**config.mk**
```make
export PLATFORM = sky130hd
export DESIGN_NAME = exec_core
export DESIGN_NICKNAME = d
export VERILOG_FILES = /design/src/rtl/exec_core_pkg.sv /design/src/rtl/exec_core_ram_req_port.sv /design/src/rtl/exec_core.sv
export SDC_FILE = /design/constraint.sdc
export NUM_CORES = 1
export LEC_CHECK = 0
export CORE_MARGIN = 8
export CORE_UTILIZATION = 35
export CTS_CLUSTER_SIZE = 28
export DETAILED_ROUTE_END_ITERATION = 6
export GPL_TIMING_DRIVEN = 0
export PLACE_DENSITY = 0.61
export SETUP_SLACK_MARGIN = 0.4
export SYNTH_ARGS = -nofsm -noshare
export SYNTH_HDL_FRONTEND = slang
export SYNTH_HIERARCHICAL = 1
export SYNTH_SLANG_ARGS = --single-unit
```
**constraint.sdc**
```tcl
create_clock -name clk -period 2.5 [get_ports clk]
set_clock_uncertainty 0.1 [all_clocks]
set_input_delay 0.5 -clock clk [delete_from_list [all_inputs] [get_ports clk]]
set_output_delay 0.5 -clock clk [all_outputs]
set_load 0.005 [all_outputs]
```
**src/rtl/exec_core_pkg.sv**
```systemverilog
// Shared widths, state encoding and line layout for the execution core.
package exec_core_pkg;

  localparam int DATA_WIDTH_DEF   = 8;
  localparam int BUS_WIDTH_DEF    = 8;
  localparam int IP_WIDTH_DEF     = 8;
  localparam int OPCODE_WIDTH_DEF = 7;
  localparam int CNT_WIDTH_DEF    = 16;

  // Line fields, counted in BUS_WIDTH slots from the LSB: {instr_idx, dest, src1, src2}
  localparam int FIELD_IDX  = 3;
  localparam int FIELD_DEST = 2;
  localparam int FIELD_SRC1 = 1;
  localparam int FIELD_SRC2 = 0;

  localparam logic [OPCODE_WIDTH_DEF-1:0] HALT_OPCODE = '1;

  typedef enum logic [3:0] {
    ST_IDLE,
    ST_FETCH,
    ST_DECODE,
    ST_OPC,
    ST_RD1,
    ST_WT1,
    ST_RD2,
    ST_WT2,
    ST_EXEC,
    ST_WB,
    ST_NEXT,
    ST_HALT
  } exec_state_e;

endpackage

```
**src/rtl/exec_core_ram_req_port.sv**
```systemverilog
// Hold-until-accepted RAM request with optional tracking of the returning read valid.
module ram_req_port #(
  parameter bit TRACK_VALID = 1'b1
) (
  input  logic clk,
  input  logic rstn,
  input  logic start,
  input  logic busy_in,
  input  logic valid_in,
  output logic req,
  output logic accept,
  output logic done
);

  logic req_q, req_d;
  logic wait_q, wait_d;

  assign req    = req_q;
  assign accept = req_q & ~busy_in;
  assign done   = TRACK_VALID ? (wait_q & valid_in) : accept;

  always_comb begin
    req_d  = (req_q & busy_in) | start;
    wait_d = wait_q;
    if (accept) begin
      wait_d = TRACK_VALID;
    end else if (wait_q & valid_in) begin
      wait_d = 1'b0;
    end
  end

  always_ff @(posedge clk or negedge rstn) begin
    if (!rstn) begin
      req_q  <= 1'b0;
      wait_q <= 1'b0;
    end else begin
      req_q  <= req_d;
      wait_q <= wait_d;
    end
  end

endmodule

```
**src/rtl/exec_core.sv**
```systemverilog
// Self-sequencing execution core: fetch, decode, two operand reads, ALU, write-back
// and instruction-pointer update, with run/step control, halt and a retired counter.
module exec_core
  import exec_core_pkg::*;
#(
  parameter int DATA_WIDTH   = DATA_WIDTH_DEF,
  parameter int BUS_WIDTH    = BUS_WIDTH_DEF,
  parameter int IP_WIDTH     = IP_WIDTH_DEF,
  parameter int OPCODE_WIDTH = OPCODE_WIDTH_DEF,
  parameter int CNT_WIDTH    = CNT_WIDTH_DEF
) (
  input  logic                    clk,
  input  logic                    rstn,
  input  logic                    run,
  input  logic                    step,
  output logic                    line_mem_en,
  output logic [IP_WIDTH-1:0]     ip,
  input  logic [4*BUS_WIDTH-1:0]  line,
  output logic                    instr_mem_en,
  output logic [BUS_WIDTH-1:0]    instr_addr,
  input  logic [OPCODE_WIDTH-1:0] opcode,
  output logic                    ram_rd_en,
  output logic                    ram_wr_en,
  input  logic                    ram_busy,
  input  logic                    ram_rd_valid,
  input  logic [DATA_WIDTH-1:0]   data_rd,
  output logic [BUS_WIDTH-1:0]    addr_rd,
  output logic [BUS_WIDTH-1:0]    addr_wr,
  output logic [DATA_WIDTH-1:0]   data_wr,
  output logic [OPCODE_WIDTH-1:0] alu_op,
  output logic [DATA_WIDTH-1:0]   value1,
  output logic [DATA_WIDTH-1:0]   value2,
  input  logic [DATA_WIDTH-1:0]   result,
  input  logic                    update_ip,
  output logic                    alu_en,
  output logic                    ip_update_en,
  output logic                    halted,
  output logic                    busy,
  output logic [CNT_WIDTH-1:0]    retired
);

  localparam int LINE_WIDTH = 4 * BUS_WIDTH;
  localparam int OP_MSB     = OPCODE_WIDTH - 1;

  exec_state_e state_q, state_d;

  logic [LINE_WIDTH-1:0]   line_q, line_d;
  logic [OPCODE_WIDTH-1:0] opcode_q, opcode_d;
  logic [DATA_WIDTH-1:0]   value1_q, value1_d;
  logic [DATA_WIDTH-1:0]   value2_q, value2_d;
  logic [DATA_WIDTH-1:0]   data_wr_q, data_wr_d;
  logic [BUS_WIDTH-1:0]    addr_rd_q, addr_rd_d;
  logic [BUS_WIDTH-1:0]    addr_wr_q, addr_wr_d;
  logic [IP_WIDTH-1:0]     ip_q, ip_d;
  logic [CNT_WIDTH-1:0]    retired_q, retired_d;
  logic                    take_br_q, take_br_d;

  logic [BUS_WIDTH-1:0] dest_f, src1_f, src2_f;
  logic                 opc_is_halt;
  logic                 rd_start, rd_accept, rd_done;
  logic                 wr_start, wr_accept, wr_done_unused;

  assign dest_f      = line_q[FIELD_DEST*BUS_WIDTH +: BUS_WIDTH];
  assign src1_f      = line_q[FIELD_SRC1*BUS_WIDTH +: BUS_WIDTH];
  assign src2_f      = line_q[FIELD_SRC2*BUS_WIDTH +: BUS_WIDTH];
  assign opc_is_halt = &opcode;

  // One read port serves both operands; the second read is issued as the first returns.
  assign rd_start = ((state_q == ST_OPC) && !opc_is_halt) || ((state_q == ST_WT1) && rd_done);
  assign wr_start = (state_q == ST_EXEC) && !opcode_q[OP_MSB];

  ram_req_port #(.TRACK_VALID(1'b1)) u_rd_port (
    .clk      (clk),
    .rstn     (rstn),
    .start    (rd_start),
    .busy_in  (ram_busy),
    .valid_in (ram_rd_valid),
    .req      (ram_rd_en),
    .accept   (rd_accept),
    .done     (rd_done)
  );

  ram_req_port #(.TRACK_VALID(1'b0)) u_wr_port (
    .clk      (clk),
    .rstn     (rstn),
    .start    (wr_start),
    .busy_in  (ram_busy),
    .valid_in (1'b0),
    .req      (ram_wr_en),
    .accept   (wr_accept),
    .done     (wr_done_unused)
  );

  always_comb begin
    state_d = state_q;
    case (state_q)
      ST_IDLE:   if (run || step) state_d = ST_FETCH;
      ST_FETCH:  state_d = ST_DECODE;
      ST_DECODE: state_d = ST_OPC;
      ST_OPC:    state_d = opc_is_halt ? ST_HALT : ST_RD1;
      ST_RD1:    if (rd_accept) state_d = ST_WT1;
      ST_WT1:    if (rd_done) state_d = ST_RD2;
      ST_RD2:    if (rd_accept) state_d = ST_WT2;
      ST_WT2:    if (rd_done) state_d = ST_EXEC;
      ST_EXEC:   state_d = opcode_q[OP_MSB] ? ST_NEXT : ST_WB;
      ST_WB:     if (wr_accept) state_d = ST_NEXT;
      ST_NEXT:   state_d = run ? ST_FETCH : ST_IDLE;
      ST_HALT:   state_d = ST_HALT;
      default:   state_d = ST_IDLE;
    endcase
  end

  always_comb begin
    line_d    = line_q;
    opcode_d  = opcode_q;
    value1_d  = value1_q;
    value2_d  = value2_q;
    data_wr_d = data_wr_q;
    addr_rd_d = addr_rd_q;
    addr_wr_d = addr_wr_q;
    ip_d      = ip_q;
    retired_d = retired_q;
    take_br_d = take_br_q;
    case (state_q)
      ST_DECODE: line_d = line;
      ST_OPC: begin
        opcode_d  = opcode;
        addr_rd_d = src1_f;
      end
      ST_WT1: begin
        if (rd_done) begin
          value1_d  = data_rd;
          addr_rd_d = src2_f;
        end
      end
      ST_WT2: if (rd_done) value2_d = data_rd;
      ST_EXEC: begin
        data_wr_d = result;
        addr_wr_d = dest_f;
        take_br_d = opcode_q[OP_MSB] & update_ip;
      end
      ST_NEXT: begin
        ip_d = take_br_q ? IP_WIDTH'(dest_f) : ip_q + IP_WIDTH'(1);
        if (!(&retired_q)) retired_d = retired_q + CNT_WIDTH'(1);
      end
      default: ;
    endcase
  end

  always_ff @(posedge clk or negedge rstn) begin
    if (!rstn) begin
      state_q   <= ST_IDLE;
      line_q    <= '0;
      opcode_q  <= '0;
      value1_q  <= '0;
      value2_q  <= '0;
      data_wr_q <= '0;
      addr_rd_q <= '0;
      addr_wr_q <= '0;
      ip_q      <= '0;
      retired_q <= '0;
      take_br_q <= 1'b0;
    end else begin
      state_q   <= state_d;
      line_q    <= line_d;
      opcode_q  <= opcode_d;
      value1_q  <= value1_d;
      value2_q  <= value2_d;
      data_wr_q <= data_wr_d;
      addr_rd_q <= addr_rd_d;
      addr_wr_q <= addr_wr_d;
      ip_q      <= ip_d;
      retired_q <= retired_d;
      take_br_q <= take_br_d;
    end
  end

  assign line_mem_en  = (state_q == ST_FETCH);
  assign instr_mem_en = (state_q == ST_DECODE);
  assign alu_en       = (state_q == ST_EXEC);
  assign ip_update_en = (state_q == ST_NEXT);
  assign halted       = (state_q == ST_HALT);
  assign busy         = (state_q != ST_IDLE) && (state_q != ST_HALT);
  assign ip           = ip_q;
  assign instr_addr   = line_q[FIELD_IDX*BUS_WIDTH +: BUS_WIDTH];
  assign addr_rd      = addr_rd_q;
  assign addr_wr      = addr_wr_q;
  assign data_wr      = data_wr_q;
  assign alu_op       = opcode_q;
  assign value1       = value1_q;
  assign value2       = value2_q;
  assign retired      = retired_q;

endmodule

```
Run 1, congestion heat map:
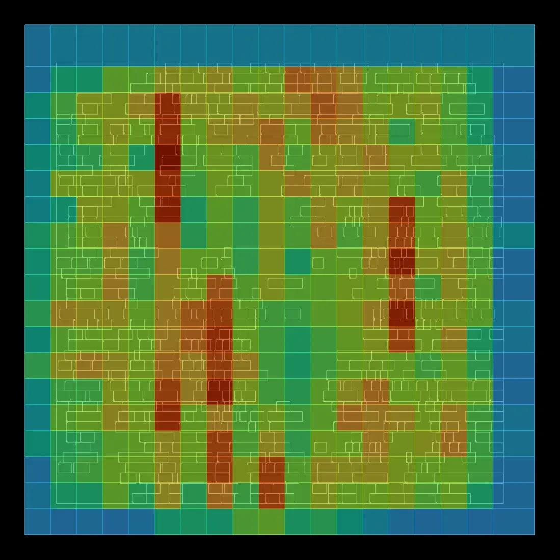
met3 Usage GRT: 0.04970
Tot GR Track Use: 0.1412
M1 GR Usage: 0.1663

Run 1, local utilization:
Scale: 3 px per micron. 14 x 14 tiles, from dark blue (low) to red (high), 0 to 100% covered.
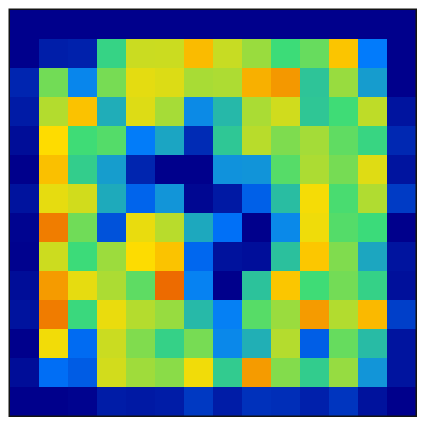
The mean over all tiles is 38%. The emptiest ninth of the die: center. 8.2% of the tiles are over 75% full.

==> flow_summary.ini, run 1 <==
; generated from flow reports
[pwr]
p_sw_frac = 0.3040
power_frac_clock = 0.177

[clocking]
htree_num_levels = 3
cts_buffers = 9
cts_buffer_depth = 2
cts-resized-gates = 38
clk_pin_slew_ps = 70
insertion_delay_ps = 350

[placed_design]
place_area_sq_um = 6709

[flow_run]
warnings = 28

[yosys]
synth_area_sq_um = 4974

[timing]
slew_violations = 0
max_freq_ghz = 0.4455
fin_ws_ps = 255.5

[route]
wire_per_inst_microns = 16.89
firstDrtPassIters = 4
detail-route-antenna-nets = 0

[final_layout]
nonClockInverterCount = 8
largest_class = flip-flops and latches
nNonClkBuffers = 194
diodes = 0
nClkBuffers = 13
largest_register_ffs = 32
buffer_area_frac = 0.2596
fin_nets = 638

[min_path]
min-delay-start = u_rd_port/wait_q$_DFFE_PN0P_

[setup_path]
r2r_cells = 5
criticalPathCategory = reg -> out
cp_max_fo = 3
end_kind = primary output
crit_required_ps = 1900

[run_status]
run_status = complete, no violations
Run 1, nets reached from selected ports:
Scale: 2 px per micron.
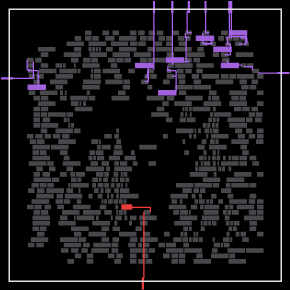
Key: purple = instr_addr [direction output, edge 6 top, 1 right, 1 left, end cells 8, buffers 16, wire 291 microns]; red = run [direction input, edge bottom, end cells 2, buffers 1, wire 50.5 microns]
I/O pin total: 149
Port Buffer Count: 148

==> run 1: per-layer routing <==
layer	share of wire	up-vias	track usage
li1	-	1760	-
met1	0.41	1839	0.1663
met2	0.49	110	0.2267
met3	0.081	18	0.04970
met4	0.020	0	0.06601
met5	0	-	0
==> run 1: worst max-delay path: stages, from the launching register on <==
cell and delay (ps):
dfrtp_1 380, buf_6 120, nand2b_4 130, buf_6 120, or2_1 220, buf_6 130, clkinv_4 40, buf_8 80
buf_6 80
==> run 1: power by group through the flow <==
stage | Clock, W | Combinational (W) | Sequential, W
floorplan | 0 | 0.00159 | 0.00293
global route | 0.00145 | 0.00352 | 0.00308
finish | 0.00133 | 0.00321 | 0.00298
CTS | 0.00138 | 0.00322 | 0.00299
detailed placement | 0 | 0.00302 | 0.00303
global placement | 0 | 0.00297 | 0.00300
==> run 2: changes to the inputs <==
--- a/config.mk
+++ b/config.mk
@@ -11,7 +11,8 @@
 export DETAILED_ROUTE_END_ITERATION = 6
 export GPL_TIMING_DRIVEN = 0
 export PLACE_DENSITY = 0.61
-export SETUP_SLACK_MARGIN = 0.4
+export SETUP_SLACK_MARGIN = 0.5
+export SLEW_MARGIN = 15
 export SYNTH_ARGS = -nofsm -noshare
 export SYNTH_HDL_FRONTEND = slang
 export SYNTH_HIERARCHICAL = 1
Run 2, local utilization:
Scale: 3 px per micron. 14 x 14 tiles, from dark blue (low) to red (high), 0 to 100% covered.
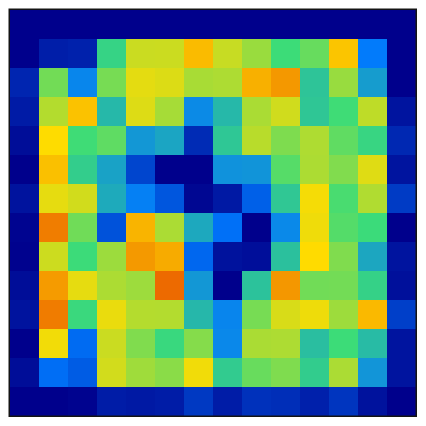
The mean over all tiles is 39%. 8.2% of the tiles are over 75% full. 16% of the tiles are nearly empty.
Core Area: 13880 sq um
Core Density at Floorplan: 0.3583
Finished Core Util: 0.5248

==> flow_summary.ini, run 2 <==
; generated from flow reports
[yosys]
synth_area_sq_um = 4974

[final_layout]
nClkBuffers = 13
nNonClkBuffers = 196
fin_nets = 640
largest_class = flip-flops and latches

[route]
detail-route-antenna-nets = 0
firstDrtPassIters = 5
wire_per_inst_microns = 16.92

[global_routing]
grt_use_met3 = 0.05045
track_usage = 0.1414

[placed_design]
place_area_sq_um = 6709

[run_status]
run_status = complete, no violations

[clocking]
clk_pin_slew_ps = 70
htree_num_levels = 3

[setup_path]
cp_max_fo = 3
critPathBufInv = 6
path_cells = buf_6 > nand2b_4 > buf_6 > or2_1 > buf_6 > clkinv_4 > buf_8 > buf_6
slowest_delay_ps = 380

[pwr]
p_sw_frac = 0.3050
sequentialPower_w = 0.00299
power_frac_clock = 0.175

[timing]
max_freq_ghz = 0.4439

[flow_run]
warnings = 28
## run 2: worst paths after layout
path | from | end | slack (ps) | cells after the start
min in group asynchronous | rstn | retired[14]$_DFFE_PN0P_ | 570 | 2
max in group asynchronous | rstn | ip[0]$_DFFE_PN0P_ | 1060 | 3
max | state_q[2]$_DFFE_PN0P_ | ip_update_en | 250 | 8
max reg2reg | state_q[2]$_DFFE_PN0P_ | ip[4]$_DFFE_PN0P_ | 550 | 9
min reg2reg | u_rd_port/wait_q$_DFFE_PN0P_ | u_rd_port/wait_q$_DFFE_PN0P_ | 400 | 1
min | u_rd_port/wait_q$_DFFE_PN0P_ | u_rd_port/wait_q$_DFFE_PN0P_ | 400 | 1
Power and IR drop assume default switching activity.
